==> src/rtl/nibble_serial_addsub_if.sv <==
// Operand/result bundle between operand dispatch and the nibble-serial add/sub unit.
interface nibble_serial_addsub_if #(
  parameter int WIDTH = 16
);
  logic             start;
  logic [WIDTH-1:0] A;
  logic [WIDTH-1:0] B;
  logic             sub;
  logic             sat_en;
  logic             busy;
  logic             done;
  logic [WIDTH-1:0] result;
  logic             flag_n;
  logic             flag_z;
  logic             flag_v;

  modport master (
    output start, A, B, sub, sat_en,
    input  busy, done, result, flag_n, flag_z, flag_v
  );

  modport slave (
    input  start, A, B, sub, sat_en,
    output busy, done, result, flag_n, flag_z, flag_v
  );
endinterface

==> src/rtl/nibble_serial_addsub.sv <==
// Multi-cycle add/subtract: one 4-bit slice walks the operands nibble by nibble,
// with a registered carry between nibbles, optional signed saturation and N/Z/V flags.
//
// state | meaning
// IDLE  | waiting for start
// BUSY  | one nibble processed per clock, cnt selects the nibble
// DONE  | result/flags valid, done pulse; start here launches the next operation
module nibble_serial_addsub #(
  parameter int WIDTH = 16
) (
  input logic                 clk,
  input logic                 rst_n,
  nibble_serial_addsub_if.slave bus
);

  localparam int NIB = WIDTH / 4;
  localparam int CW  = (NIB > 1) ? $clog2(NIB) : 1;
  localparam int MSB = WIDTH - 1;
  localparam logic [CW-1:0] LAST = CW'(NIB - 1);

  typedef enum logic [1:0] {
    IDLE = 2'd0,
    BUSY = 2'd1,
    DONE = 2'd2
  } state_t;

  state_t state, state_next;

  logic [WIDTH-1:0] a_q;
  logic [WIDTH-1:0] b_q;       // already inverted for subtract
  logic             sat_q;
  logic             carry_q;
  logic [CW-1:0]    cnt_q;
  logic [WIDTH-1:0] part_q;

  logic             accept;
  logic             step;
  logic             last_step;
  logic [3:0]       nib_a;
  logic [3:0]       nib_b;
  logic [4:0]       nib_sum;
  logic [WIDTH-1:0] sum_next;
  logic             raw_v;
  logic [WIDTH-1:0] sat_val;
  logic [WIDTH-1:0] final_val;

  // State register.
  always_ff @(posedge clk or negedge rst_n) begin
    if (!rst_n) state <= IDLE;
    else        state <= state_next;
  end

  // Next-state decode and handshake outputs.
  always_comb begin
    state_next = state;
    accept     = 1'b0;
    step       = 1'b0;
    last_step  = 1'b0;
    bus.busy   = 1'b0;
    bus.done   = 1'b0;
    unique case (state)
      IDLE: begin
        if (bus.start) begin
          accept     = 1'b1;
          state_next = BUSY;
        end
      end
      BUSY: begin
        bus.busy = 1'b1;
        step     = 1'b1;
        if (cnt_q == LAST) begin
          last_step  = 1'b1;
          state_next = DONE;
        end
      end
      DONE: begin
        bus.done = 1'b1;
        if (bus.start) begin
          accept     = 1'b1;
          state_next = BUSY;
        end else begin
          state_next = IDLE;
        end
      end
      default: state_next = IDLE;
    endcase
  end

  // Single 4-bit slice plus the full-width view of the sum once this nibble lands.
  always_comb begin
    nib_a    = a_q[{cnt_q, 2'b00} +: 4];
    nib_b    = b_q[{cnt_q, 2'b00} +: 4];
    nib_sum  = {1'b0, nib_a} + {1'b0, nib_b} + {4'b0000, carry_q};
    sum_next = part_q;
    sum_next[{cnt_q, 2'b00} +: 4] = nib_sum[3:0];
    raw_v    = (~a_q[MSB] & ~b_q[MSB] &  sum_next[MSB]) |
               ( a_q[MSB] &  b_q[MSB] & ~sum_next[MSB]);
    sat_val  = a_q[MSB] ? {1'b1, {(WIDTH-1){1'b0}}} : {1'b0, {(WIDTH-1){1'b1}}};
    final_val = (sat_q && raw_v) ? sat_val : sum_next;
  end

  // Operand latch and nibble datapath.
  always_ff @(posedge clk or negedge rst_n) begin
    if (!rst_n) begin
      a_q     <= '0;
      b_q     <= '0;
      sat_q   <= 1'b0;
      carry_q <= 1'b0;
      cnt_q   <= '0;
      part_q  <= '0;
    end else if (accept) begin
      a_q     <= bus.A;
      b_q     <= bus.sub ? ~bus.B : bus.B;
      sat_q   <= bus.sat_en;
      carry_q <= bus.sub;
      cnt_q   <= '0;
      part_q  <= '0;
    end else if (step) begin
      part_q  <= sum_next;
      carry_q <= nib_sum[4];
      cnt_q   <= cnt_q + 1'b1;
    end
  end

  // Result and flags update only when the last nibble completes.
  always_ff @(posedge clk or negedge rst_n) begin
    if (!rst_n) begin
      bus.result <= '0;
      bus.flag_n <= 1'b0;
      bus.flag_z <= 1'b0;
      bus.flag_v <= 1'b0;
    end else if (last_step) begin
      bus.result <= final_val;
      bus.flag_n <= final_val[MSB];
      bus.flag_z <= (final_val == '0);
      bus.flag_v <= raw_v;
    end
  end

endmodule

==> src/flat_wrapper.sv <==
// flat-port wrapper written by rule: the top's interface ports become plain ports
module nibble_serial_addsub_flat 
#(
  parameter int WIDTH = 16
)
  (clk, rst_n, bus_start, bus_A, bus_B, bus_sub, bus_sat_en, bus_busy, bus_done, bus_result, bus_flag_n, bus_flag_z, bus_flag_v);
  nibble_serial_addsub_if #(.WIDTH(WIDTH)) bus_i ();
  input logic clk;
  input logic rst_n;
  input wire logic [$bits(bus_i.start)-1:0] bus_start;
  input wire logic [$bits(bus_i.A)-1:0] bus_A;
  input wire logic [$bits(bus_i.B)-1:0] bus_B;
  input wire logic [$bits(bus_i.sub)-1:0] bus_sub;
  input wire logic [$bits(bus_i.sat_en)-1:0] bus_sat_en;
  output wire logic [$bits(bus_i.busy)-1:0] bus_busy;
  output wire logic [$bits(bus_i.done)-1:0] bus_done;
  output wire logic [$bits(bus_i.result)-1:0] bus_result;
  output wire logic [$bits(bus_i.flag_n)-1:0] bus_flag_n;
  output wire logic [$bits(bus_i.flag_z)-1:0] bus_flag_z;
  output wire logic [$bits(bus_i.flag_v)-1:0] bus_flag_v;
  assign bus_i.start = bus_start;
  assign bus_i.A = bus_A;
  assign bus_i.B = bus_B;
  assign bus_i.sub = bus_sub;
  assign bus_i.sat_en = bus_sat_en;
  assign bus_busy = bus_i.busy;
  assign bus_done = bus_i.done;
  assign bus_result = bus_i.result;
  assign bus_flag_n = bus_i.flag_n;
  assign bus_flag_z = bus_i.flag_z;
  assign bus_flag_v = bus_i.flag_v;
  nibble_serial_addsub #(.WIDTH(WIDTH)) u_core (.clk(clk), .rst_n(rst_n), .bus(bus_i));
endmodule
==> config.mk <==
export PLATFORM = sky130hd
export DESIGN_NAME = nibble_serial_addsub_flat
export DESIGN_NICKNAME = d
export VERILOG_FILES = /design/src/rtl/nibble_serial_addsub_if.sv /design/src/rtl/nibble_serial_addsub.sv /design/src/flat_wrapper.sv
export SDC_FILE = /design/constraint.sdc
export NUM_CORES = 1
export LEC_CHECK = 0
export CAP_MARGIN = 5
export CORE_UTILIZATION = 30
export CTS_CLUSTER_DIAMETER = 120
export DETAILED_ROUTE_END_ITERATION = 7
export GPL_ROUTABILITY_DRIVEN = 0
export SLEW_MARGIN = 15
export SYNTH_ARGS = -nofsm -noshare
export SYNTH_HDL_FRONTEND = slang
export SYNTH_SLANG_ARGS = --single-unit
==> constraint.sdc <==
create_clock -name clk -period 3.75 [get_ports clk]
set_input_delay 0.375 -clock clk [delete_from_list [all_inputs] [get_ports clk]]
set_output_delay 0.375 -clock clk [all_outputs]
set_load 0.03 [all_outputs]
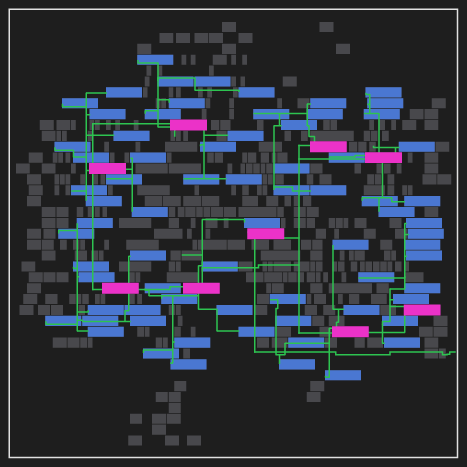
*Clock wires, drivers and flops, run 1*
(4 px per um)
legend:
  blue:
    item: flip-flops
    count: 72
  magenta:
    item: clock-net drivers
    count: 9
  green:
    item: clock wires
    length: 949 um
routed clock nets: 10
P_clk: 922 uW
clock skew: 0.00737 ns
Clock Power Share: 0.194

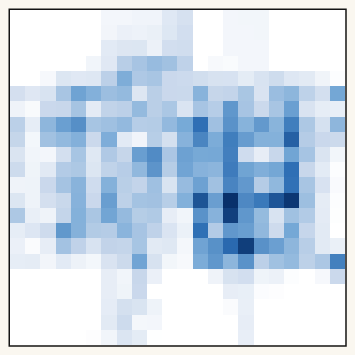
*Wire density map, run 1*
(3 px per um) 22 x 22 tiles, from white (low) to dark blue (high), scaled to the fullest tile. Values are wire area over tile area, all layers added.
mean over tiles: 0.11
emptiest ninth of the die: lower left
densest ninth of the die: center
nearly empty tiles: 28%
routed wire length per instance: 15.2 um
Total Routed Length: 8.44 mm

==> deck_impl_summary.md, run 1 <==
Key Metrics from the Run

Outcome
  – Status: finished, violations left
  – Violated checks: design-rule violations

Drt
  – Routed vias: 2706
  – Post-route antenna net violation count: 0
  – Detailed Route Iter0 Violations: 155
  – Via/cell ratio: 4.88
  – DRC viols: 5

Yosys
  – Avg Cell Area, Syn: 10.3 um2
  – Cells after Synth: 352
  – YS warnings: 0
  – Top-count cell post-synth: nand2_1
  – Post-synth top area cell: dfrtp_1
  – Top cell area share: 0.499
  – Chip area line of the yosys report: 3610 um2
  – Top cells, area: dfrtp_1, nand2_1, o21ai_0
  – #FFs+latches synth: 72

Layout
  – Diode count: 0
  – Nets: 456
  – Storage element area: 1800 um2
  – P&R area growth vs syn: 28.6%

Clock tree
  – Post-cts sizing count: 0
  – Post-CTS Setup Repair Bufs: 0
  – H-tree depth: 3
  – CTS buffer count: 9
  – CTS sink cnt: 72
  – CTS root buffer: clkbuf_16
  – Clk latency late pin: 0.34 ns
  – Clock buffer depth: 2

Global routing
  – Vias in the first global route: 2864
  – GR Util All Layers: 0.151
  – Global-route wire length before repair: 14.6 mm
  – Initial antenna violation count: 0

Power
  – P_int: 2.78 mW
  – Combinational power share: 0.510
  – Net switching power figure: 1.98 mW
  – Final total power: 4.76 mW
  – Flop pwr share: 0.297
  – Worst VDD drop: 348 uV
  – Pleak: 2.03 nW

Final timing
  – Hold Fails Final Rpt: 0
  – Min Hold Slack: 0.138 ns
  – Slew margin rel.: 0.371
  – Worst Tran Pin Value: 0.940 ns
  – Period utilization: 0.881
  – Setup TNS: 0 ns

Critical path
  – CP Max Fanout: 12
  – Slowest cell on crit path: dfrtp_1
  – Critical path class: reg -> reg
  – WP data required: 3.95 ns
  – Crit end category: flip-flop

Floorplan
  – Initial Util: 0.312
  – IO Pins: 58

Worst hold path
  – Hold Crit Class: in -> async
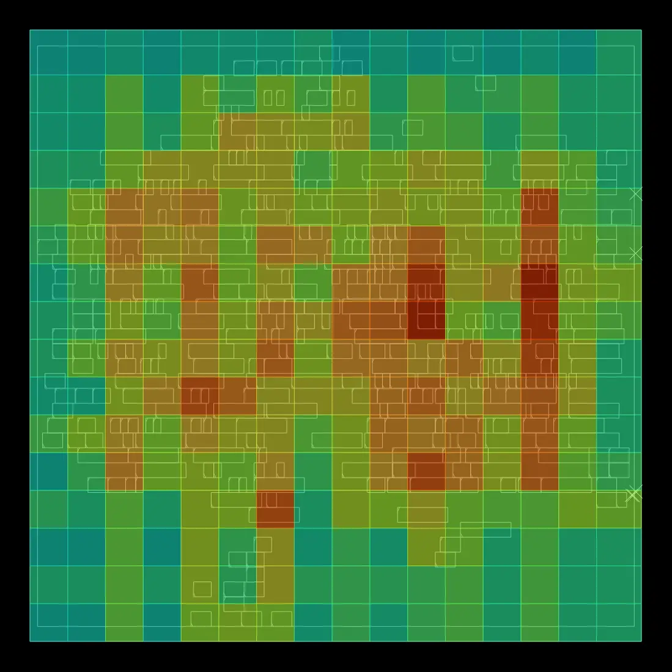
*Routing congestion map, run 1*
GR Layer Usage met1: 0.196
grt met2 use: 0.241
grt peak-use layer: met2

run 1: final timing paths:
path,from,end,cells after the start
max,u_core.cnt_q[0],u_core.bus.result[10],8
min,rst_n,u_core.bus.result[1],1
max reg2reg,u_core.cnt_q[0],u_core.bus.result[10],8
min reg2reg,u_core.b_q[14],u_core.b_q[14],2
max in group asynchronous,rst_n,u_core.b_q[11],2
min in group clk,u_core.b_q[14],u_core.b_q[14],2
run 1: routing by layer:
layer	track usage	part of all wire	vias up
li1	-	-	1338
met1	0.196	0.47	1285
met2	0.241	0.46	71
met3	0.0425	0.044	12
met4	0.0532	0.017	0
met5	0	0	-
run 1: power groups by stage:
stage | clock network (mW) | logic [mW] | registers [mW]
global placement | 0 | 2.37 | 1.42
global route | 0.979 | 2.68 | 1.47
floorplan | 0 | 1.58 | 1.51
finish | 0.922 | 2.42 | 1.41
CTS | 0.940 | 2.42 | 1.42
detailed placement | 0 | 2.41 | 1.43
run 1: flip-flops by register name (all words and copies together) (netlist names):
register,flops
u_core.bus.flag_v,1
u_core.state,2
u_core.bus.flag_z,1
u_core.cnt_q,2
u_core.sat_q,1
u_core.carry_q,1
u_core.bus.result,15
u_core.part_q,16
u_core.a_q,16
u_core.b_q,16
u_core.bus.flag_n,1
run 1: area by class of cell:
class | instances | area share
clock buffers | 12 | 0.0552
clock inverters | 3 | 0.0140
inverters | 15 | 0.0121
multi-input cells | 247 | 0.361
flip-flops and latches | 72 | 0.388
well taps | 143 | 0.0385
repair buffers | 63 | 0.132
run 1: logic make-up after synthesis:
kind of cell / Yosys count / share of synthesized area
adder cells (fa/ha/maj): 11 / 0.0423
flip-flops: 72 / 0.499
XOR/XNOR: 18 / 0.0437
AND/OR/NAND/NOR: 120 / 0.152
AND-OR/OR-AND: 90 / 0.176
buffers and inverters: 33 / 0.0374
multiplexers: 8 / 0.0499
run 1: metrics by stage:
| step | setup WS [ns] | instance area [um2] | utilization |
|---|---|---|---|
| 2_1_floorplan | 0.654 | 3610 | - |
| 3_3_place_gp | 0.522 | 4320 | 0.374 |
| 3_5_place_dp | 0.472 | 4320 | 0.374 |
| 4_1_cts | 0.426 | 4640 | 0.401 |
| 5_1_grt | 0.127 | 4640 | 0.401 |
| 6_report | 0.446 | 4640 | 0.401 |
run 1: cells in the final DEF (no fill, tap or decap), types with 8 or more instances in the layout:
cell type,synthesis,final
a22o_1,12,12
ha_1,9,9
clkbuf_16,0,9
a21oi_1,14,14
dfrtp_1,72,72
nor2_1,16,16
nand2_1,81,81
xnor2_1,17,17
o2bb2ai_1,8,8
inv_1,14,14
mux4_2,8,8
clkdlybuf4s50_1,0,56
o21ai_0,36,36
--- run 2 (diff from run 1) ---
- CTS_CLUSTER_DIAMETER: 120 -> 60
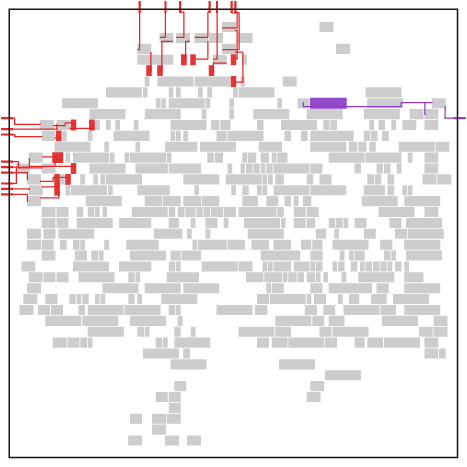
*Nets reached from selected ports, run 2*
(4 px per um)
legend:
  purple:
    port: bus_flag_n
    bits: 1
    direction: output
    edge: right
    end_cells: 1
    wire: 42.7 um
  red:
    port: bus_A
    bits: 16
    direction: input
    edge: 9 left, 7 top
    end_cells: 16
    wire: 250 um
buffers added on ports: 57
IO Pins: 58

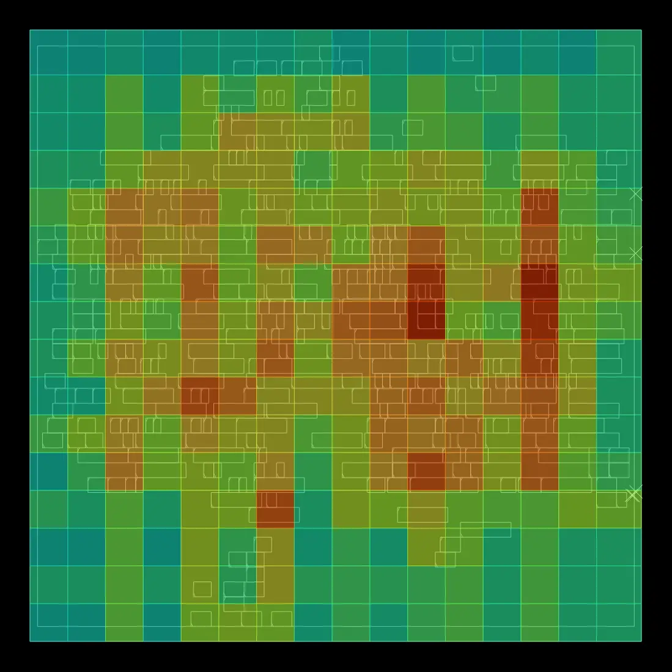
*Routing congestion map, run 2*
GR Util All Layers: 0.151
met3 Usage GRT: 0.0425
post-layout util: 0.401

==> deck_impl_summary.md, run 2 <==
Key Metrics from the Run

Yosys
  – YS warnings: 0
  – Synth mux share: 0.0499
  – Compound Share, Synth: 0.176
  – Chip area line of the yosys report: 3610 um2
  – Simple share: 0.152
  – Cells after Synth: 352
  – Top logic family: AND-OR/OR-AND gates
  – #FFs+latches synth: 72
  – Post-synth top area cell: dfrtp_1
  – Top-count cell post-synth: nand2_1

Global routing
  – Global-route wire length before repair: 14.6 mm
  – Initial antenna violation count: 0

Layout
  – Top Layout Cells: nand2_1, dfrtp_1, clkdlybuf4s50_1
  – Top Registers: u_core.a_q: 16 flops, u_core.b_q: 16 flops, u_core.part_q: 16 flops
  – Dominant logic cell type in the layout: nand2_1

Power
  – Flop pwr share: 0.297
  – Worst VDD drop: 348 uV
  – P_int: 2.78 mW
  – Clock Power Share: 0.194
  – Pleak: 2.03 nW
  – Net switching power figure: 1.98 mW

Drt
  – Post-route antenna net violation count: 0
  – Total Routed Length: 8.44 mm
  – Routed vias: 2706
  – Routed wire length per instance: 15.2 um
  – Detailed Route Iter0 Violations: 155
  – DRC viols: 5

Floorplan
  – Initial Util: 0.312

Clock tree
  – CTS buffer count: 9
  – Clk latency late pin: 0.34 ns
  – H-tree depth: 3
  – CTS root buffer: clkbuf_16

Critical path
  – Worst Setup SP: u_core.cnt_q[0]
  – R2r endpoint: u_core.bus.result[10]
  – Setup crit end: u_core.bus.result[10]
  – R2r startpoint: u_core.cnt_q[0]
  – WP data required: 3.95 ns
  – CP Max Fanout: 12

Final timing
  – Clock skew: 0.00737 ns
  – Period utilization: 0.881

Worst hold path
  – Hold Crit Class: in -> async

Outcome
  – Violated checks: design-rule violations
  – Status: finished, violations left
run 2: cell counts after synthesis:
Identical to the previous run, type by type.
run 2: layer usage:
layer	global-route usage	part of all wire
met4	0.0532	0.017
met2	0.241	0.46
met1	0.196	0.47
met3	0.0425	0.044
met5	0	0
run 2: how the worst min path moves through the flow:
| stage | start | to | cells after the start |
|---|---|---|---|
| after floorplan | rst_n | u_core.a_q[0] | 0 |
| after global placement | u_core.a_q[0] | u_core.a_q[0] | 2 |
| after detailed placement | u_core.a_q[7] | u_core.a_q[7] | 2 |
| after CTS | rst_n | u_core.bus.result[1] | 1 |
| after global routing | rst_n | u_core.part_q[12] | 1 |
| final | rst_n | u_core.bus.result[1] | 1 |
run 2: layout make-up:
type | instances | area [um2] | area share
tap | 143 | 179 | 0.0385
inverter | 15 | 56.3 | 0.0121
clock inverter | 3 | 65.1 | 0.0140
multi-input combinational | 247 | 1670 | 0.361
sequential | 72 | 1800 | 0.388
timing repair buffer | 63 | 611 | 0.132
clock buffer | 12 | 256 | 0.0552
run 2: power groups by stage:
stage                     clock, mW  combinational, mW  sequential, mW
after global routing          0.979               2.68            1.47
after CTS                     0.940               2.42            1.42
after detailed placement          0               2.41            1.43
after floorplan                   0               1.58            1.51
final                         0.922               2.42            1.41
after global placement            0               2.37            1.42
run 2: stage by stage:
step	setup WS (ns)	power (mW)	hold WS (ns)	instances	cell area, um2
after global placement	0.522	3.79	0.461	540	4320
final	0.446	4.76	0.138	555	4640
after CTS	0.426	4.78	0.163	555	4640
after global routing	0.127	5.14	0.198	555	4640
after floorplan	0.654	3.09	0.0794	352	3610
after detailed placement	0.472	3.84	0.471	540	4320
run 2: logic make-up after synthesis:
logic type	Yosys count
AND-OR/OR-AND	90
XOR/XNOR	18
adder cells (fa/ha/maj)	11
buffers and inverters	33
flip-flops	72
multiplexers	8
AND/OR/NAND/NOR	120
run 2: worst max-delay path, cell delays in order, from the launching register on:
cell and delay [ns]:
dfrtp_1 0.64, mux4_2 0.57, ha_1 0.36, a21oi_1 0.24, a211oi_2 0.13, a221oi_4 0.37, nand4_1 0.55, o21ai_0 0.23
a21oi_1 0.07
Power is estimated from default activity; no workload was simulated.
